==> config.mk <==
export PLATFORM = sky130hd
export DESIGN_NAME = morse_key_capture
export DESIGN_NICKNAME = d
export VERILOG_FILES = /design/src/rtl/morse_key_capture.sv
export SDC_FILE = /design/constraint.sdc
export NUM_CORES = 1
export LEC_CHECK = 0
export ABC_CLOCK_PERIOD_IN_PS = 4800
export CORE_MARGIN = 5
export CORE_UTILIZATION = 35
export CTS_CLUSTER_SIZE = 16
export DETAILED_ROUTE_END_ITERATION = 6
export PLACE_DENSITY = 0.62
export SLEW_MARGIN = 20
export SYNTH_ARGS = -nofsm -noshare
export SYNTH_HDL_FRONTEND = slang
export SYNTH_SLANG_ARGS = --single-unit
==> constraint.sdc <==
create_clock -name clk -period 4.8 [get_ports clk]
set_input_delay 1.44 -clock clk [delete_from_list [all_inputs] [get_ports clk]]
set_output_delay 1.44 -clock clk [all_outputs]
set_load 0.05 [all_outputs]
==> src/rtl/morse_key_capture.sv <==
// Morse key capture: synchronizes and debounces a raw key, times presses and
// releases in ticks, and packs up to five dot/dash elements into a letter code.
module morse_key_capture #(
   parameter int TICK_DIV         = 50000,
   parameter int DEBOUNCE         = 4,
   parameter int DASH_TICKS       = 30,
   parameter int LETTER_GAP_TICKS = 60
) (
   input  logic       clk,
   input  logic       rst,
   input  logic       en,
   input  logic       key_in,
   output logic [4:0] code,
   output logic [2:0] len,
   output logic       valid,
   output logic       err,
   output logic       key_level
);

   localparam int TW = (TICK_DIV > 2) ? $clog2(TICK_DIV) : 1;
   localparam int DW = (DEBOUNCE > 1) ? $clog2(DEBOUNCE) : 1;

   typedef enum logic [1:0] {IDLE, PRESS, GAP} state_t;

   logic [TW-1:0] tick_cnt;
   logic          tick;
   logic          key_m, key_s;
   logic [DW-1:0] db_cnt;
   logic          mismatch, toggle;
   logic          rise, fall;

   state_t        state, state_n;
   logic [4:0]    acc_code, acc_code_n;
   logic [2:0]    acc_len, acc_len_n;
   logic          ovf, ovf_n;
   logic [7:0]    dur, dur_n, dur_inc;
   logic          elem;
   logic [4:0]    code_n;
   logic [2:0]    len_n;
   logic          valid_n, err_n;

   assign tick = en && (tick_cnt == TW'(TICK_DIV - 1));

   always_ff @(posedge clk) begin
      if (rst || !en || tick) tick_cnt <= '0;
      else                    tick_cnt <= tick_cnt + 1'b1;
   end

   always_ff @(posedge clk) begin
      if (rst) begin
         key_m <= 1'b0;
         key_s <= 1'b0;
      end else begin
         key_m <= key_in;
         key_s <= key_m;
      end
   end

   assign mismatch = (key_s != key_level);
   assign toggle   = tick && mismatch && (db_cnt == DW'(DEBOUNCE - 1));

   // rise/fall are registered alongside key_level, so they land one cycle after a tick.
   always_ff @(posedge clk) begin
      if (rst) begin
         key_level <= 1'b0;
         db_cnt    <= '0;
         rise      <= 1'b0;
         fall      <= 1'b0;
      end else begin
         rise <= toggle && !key_level;
         fall <= toggle && key_level;
         if (!en) begin
            db_cnt <= '0;
         end else if (tick) begin
            if (toggle) begin
               key_level <= ~key_level;
               db_cnt    <= '0;
            end else if (mismatch) begin
               db_cnt <= db_cnt + 1'b1;
            end else begin
               db_cnt <= '0;
            end
         end
      end
   end

   assign dur_inc = (dur == 8'hFF) ? dur : dur + 8'd1;
   assign elem    = (dur >= 8'(DASH_TICKS));

   always_comb begin
      state_n    = state;
      acc_code_n = acc_code;
      acc_len_n  = acc_len;
      ovf_n      = ovf;
      dur_n      = dur;
      code_n     = code;
      len_n      = len;
      valid_n    = 1'b0;
      err_n      = 1'b0;
      if (!en) begin
         state_n    = IDLE;
         acc_code_n = '0;
         acc_len_n  = '0;
         ovf_n      = 1'b0;
         dur_n      = '0;
      end else begin
         case (state)
            IDLE: begin
               if (rise) begin
                  dur_n   = '0;
                  state_n = PRESS;
               end
            end
            PRESS: begin
               if (tick) dur_n = dur_inc;
               if (fall) begin
                  if (acc_len < 3'd5) begin
                     acc_code_n = acc_code | (5'(elem) << acc_len);
                     acc_len_n  = acc_len + 3'd1;
                  end else begin
                     ovf_n = 1'b1;
                  end
                  dur_n   = '0;
                  state_n = GAP;
               end
            end
            GAP: begin
               // A new press beats gap completion, so the letter keeps growing.
               if (rise) begin
                  dur_n   = '0;
                  state_n = PRESS;
               end else if (tick) begin
                  dur_n = dur_inc;
                  if (dur == 8'(LETTER_GAP_TICKS - 1)) begin
                     if (ovf) begin
                        err_n = 1'b1;
                     end else begin
                        code_n  = acc_code;
                        len_n   = acc_len;
                        valid_n = 1'b1;
                     end
                     acc_code_n = '0;
                     acc_len_n  = '0;
                     ovf_n      = 1'b0;
                     dur_n      = '0;
                     state_n    = IDLE;
                  end
               end
            end
            default: state_n = IDLE;
         endcase
      end
   end

   always_ff @(posedge clk) begin
      if (rst) begin
         state    <= IDLE;
         acc_code <= '0;
         acc_len  <= '0;
         ovf      <= 1'b0;
         dur      <= '0;
         code     <= '0;
         len      <= '0;
         valid    <= 1'b0;
         err      <= 1'b0;
      end else begin
         state    <= state_n;
         acc_code <= acc_code_n;
         acc_len  <= acc_len_n;
         ovf      <= ovf_n;
         dur      <= dur_n;
         code     <= code_n;
         len      <= len_n;
         valid    <= valid_n;
         err      <= err_n;
      end
   end

endmodule
Figure 1. Signal wires on met3.
Scale: 4 px per µm. Cells faint in the background.
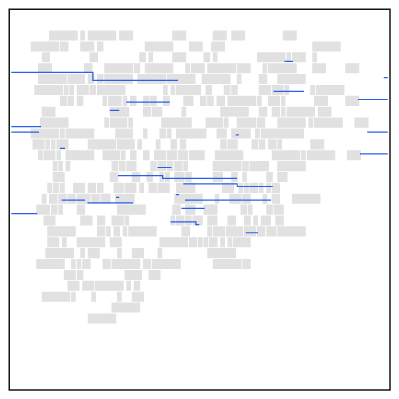
nets with wire on the layer = 21
longest straight run = 21.2 µm
total length of routed wires: 5110 µm
vias after detailed routing: 2069
met3 track demand over resource: 2.87%

Figure 2. Met1 routing.
Scale: 6 px per µm. Supply wires on this layer in gray. Cells faint in the background.
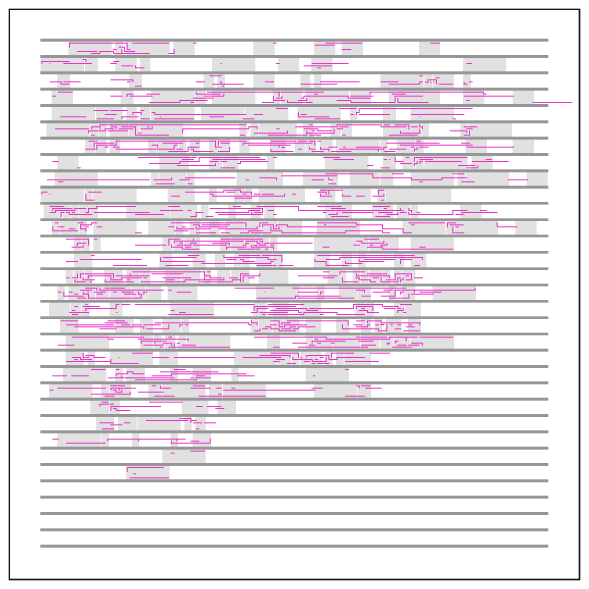
main direction = horizontal
nets with wire on the layer = 292
met1 capacity usage during global routing: 16.0%

==> reports/writeup.txt <==
With the horizontal die dimension at 94.8 µm, the clock insertion delay at the later pin of the skew report is 310 ps. With the floorplan die height at 94.8 µm, the buffer share of cell area is 5.15%. The layout stage reports a final design area of 2870 µm². The final layout net count is 318. Startpoint class of the critical path: an input pin. Looking at the hold checks, the worst path lands on key_s. In this design, the stage delay of the slowest critical-path cell is 560 ps. The run finished with clean final reports. The stage logs contain a warning count of 30. In this run the register-to-register setup slack is 2210 ps.

The total half-perimeter wirelength after legalization and detailed placement is 3780 µm. The worst setup path startpoint was en. The layer carrying the most global-route usage is met2. Setup repair after global routing left no endpoint under its margin.

The fraction of area in registers was 36.3%. Per the CTS log, the maximum H-tree level is 2. The count of unresolved DRC violations after routing is 0, and the arrival time at the worst endpoint is 3580 ps. With the combinational share of cell area at 48.5%, the area of the die is 8990 µm². Summing every instance area after synthesis gives 2520 µm². The run gives 13 for the non-clock inverter instance count of the final layout.

Traced cell by cell, the critical path runs through clkdlybuf4s50_1, and4_2, nand4_1, o21a_1, or4b_1, o32ai_1. The cell sitting at the root of the clock tree is a sky130_fd_sc_hd__clkbuf_8. The number of hold-slack violations in the final timing report was 0. The number of maximum-capacitance constraint violations came out at 0. Once placement completed, the tool counted placed cells totaling 397. Leaving out buffers and inverters, the combinational logic in the layout accounts for 1390 µm². The wire length of the first global-routing pass came out at 8750 µm. In the final layout, the registers with the most flip-flops are tick_cnt (16), dur (8). In this run the most critical hold path is launched from key_m. The layout summary lists the proportion of cells stronger than drive strength 1 as 5.88%. The path type of the worst min-delay path is register to register. The synthesized netlist has a Yosys-reported chip area of 2520 µm². In this run the count of I/O pins placed on the die edge is 15. The run gives 4.01% for the share of final layout cell area taken by clock buffers and inverters. Recorded from the global router log, the overflow total was 0. The run gives 0 for the initial antenna violation count. The startpoint identified for the worst register-to-register timing path is dur[1].
## kinds of logic after synthesis
kind of cell / after synthesis / share of synthesized area (%)
compound gates: 61 / 16.3
xor+xnor: 14 / 4.87
fa+ha+maj: 9 / 4.48
buf+inv: 19 / 3.33
flops: 52 / 41.4
mux: 10 / 3.98
simple gates: 124 / 25.7
## cell usage in the layout, fill, tap and decap left out, types with 2 or more instances in the layout
master                            Yosys  final
sky130_fd_sc_hd__nor3_1               8      8
sky130_fd_sc_hd__nor4_1               2      2
sky130_fd_sc_hd__a21oi_1             14     14
sky130_fd_sc_hd__o22ai_1              3      3
sky130_fd_sc_hd__or4_1                2      2
sky130_fd_sc_hd__clkbuf_8             0      5
sky130_fd_sc_hd__o21ai_0             13     13
sky130_fd_sc_hd__a211oi_1             7      7
sky130_fd_sc_hd__and3_1               8      8
sky130_fd_sc_hd__dfxtp_1             52     52
sky130_fd_sc_hd__nand4_1              5      5
sky130_fd_sc_hd__nand3_1             11     11
sky130_fd_sc_hd__xnor2_1              8      8
sky130_fd_sc_hd__xor2_1               6      6
sky130_fd_sc_hd__clkdlybuf4s50_1      0     14
sky130_fd_sc_hd__nand2_1             24     24
sky130_fd_sc_hd__o21a_1               2      2
sky130_fd_sc_hd__inv_1               13     13
sky130_fd_sc_hd__nand2b_1             3      3
sky130_fd_sc_hd__mux2i_1             10     10
sky130_fd_sc_hd__ha_1                 9      9
sky130_fd_sc_hd__o31ai_1              2      2
sky130_fd_sc_hd__a41oi_1              3      3
sky130_fd_sc_hd__nor2b_1              6      6
sky130_fd_sc_hd__a31oi_1              8      8
sky130_fd_sc_hd__nor2_1              39     39
sky130_fd_sc_hd__and4_1               3      3
sky130_fd_sc_hd__or3_1                3      3
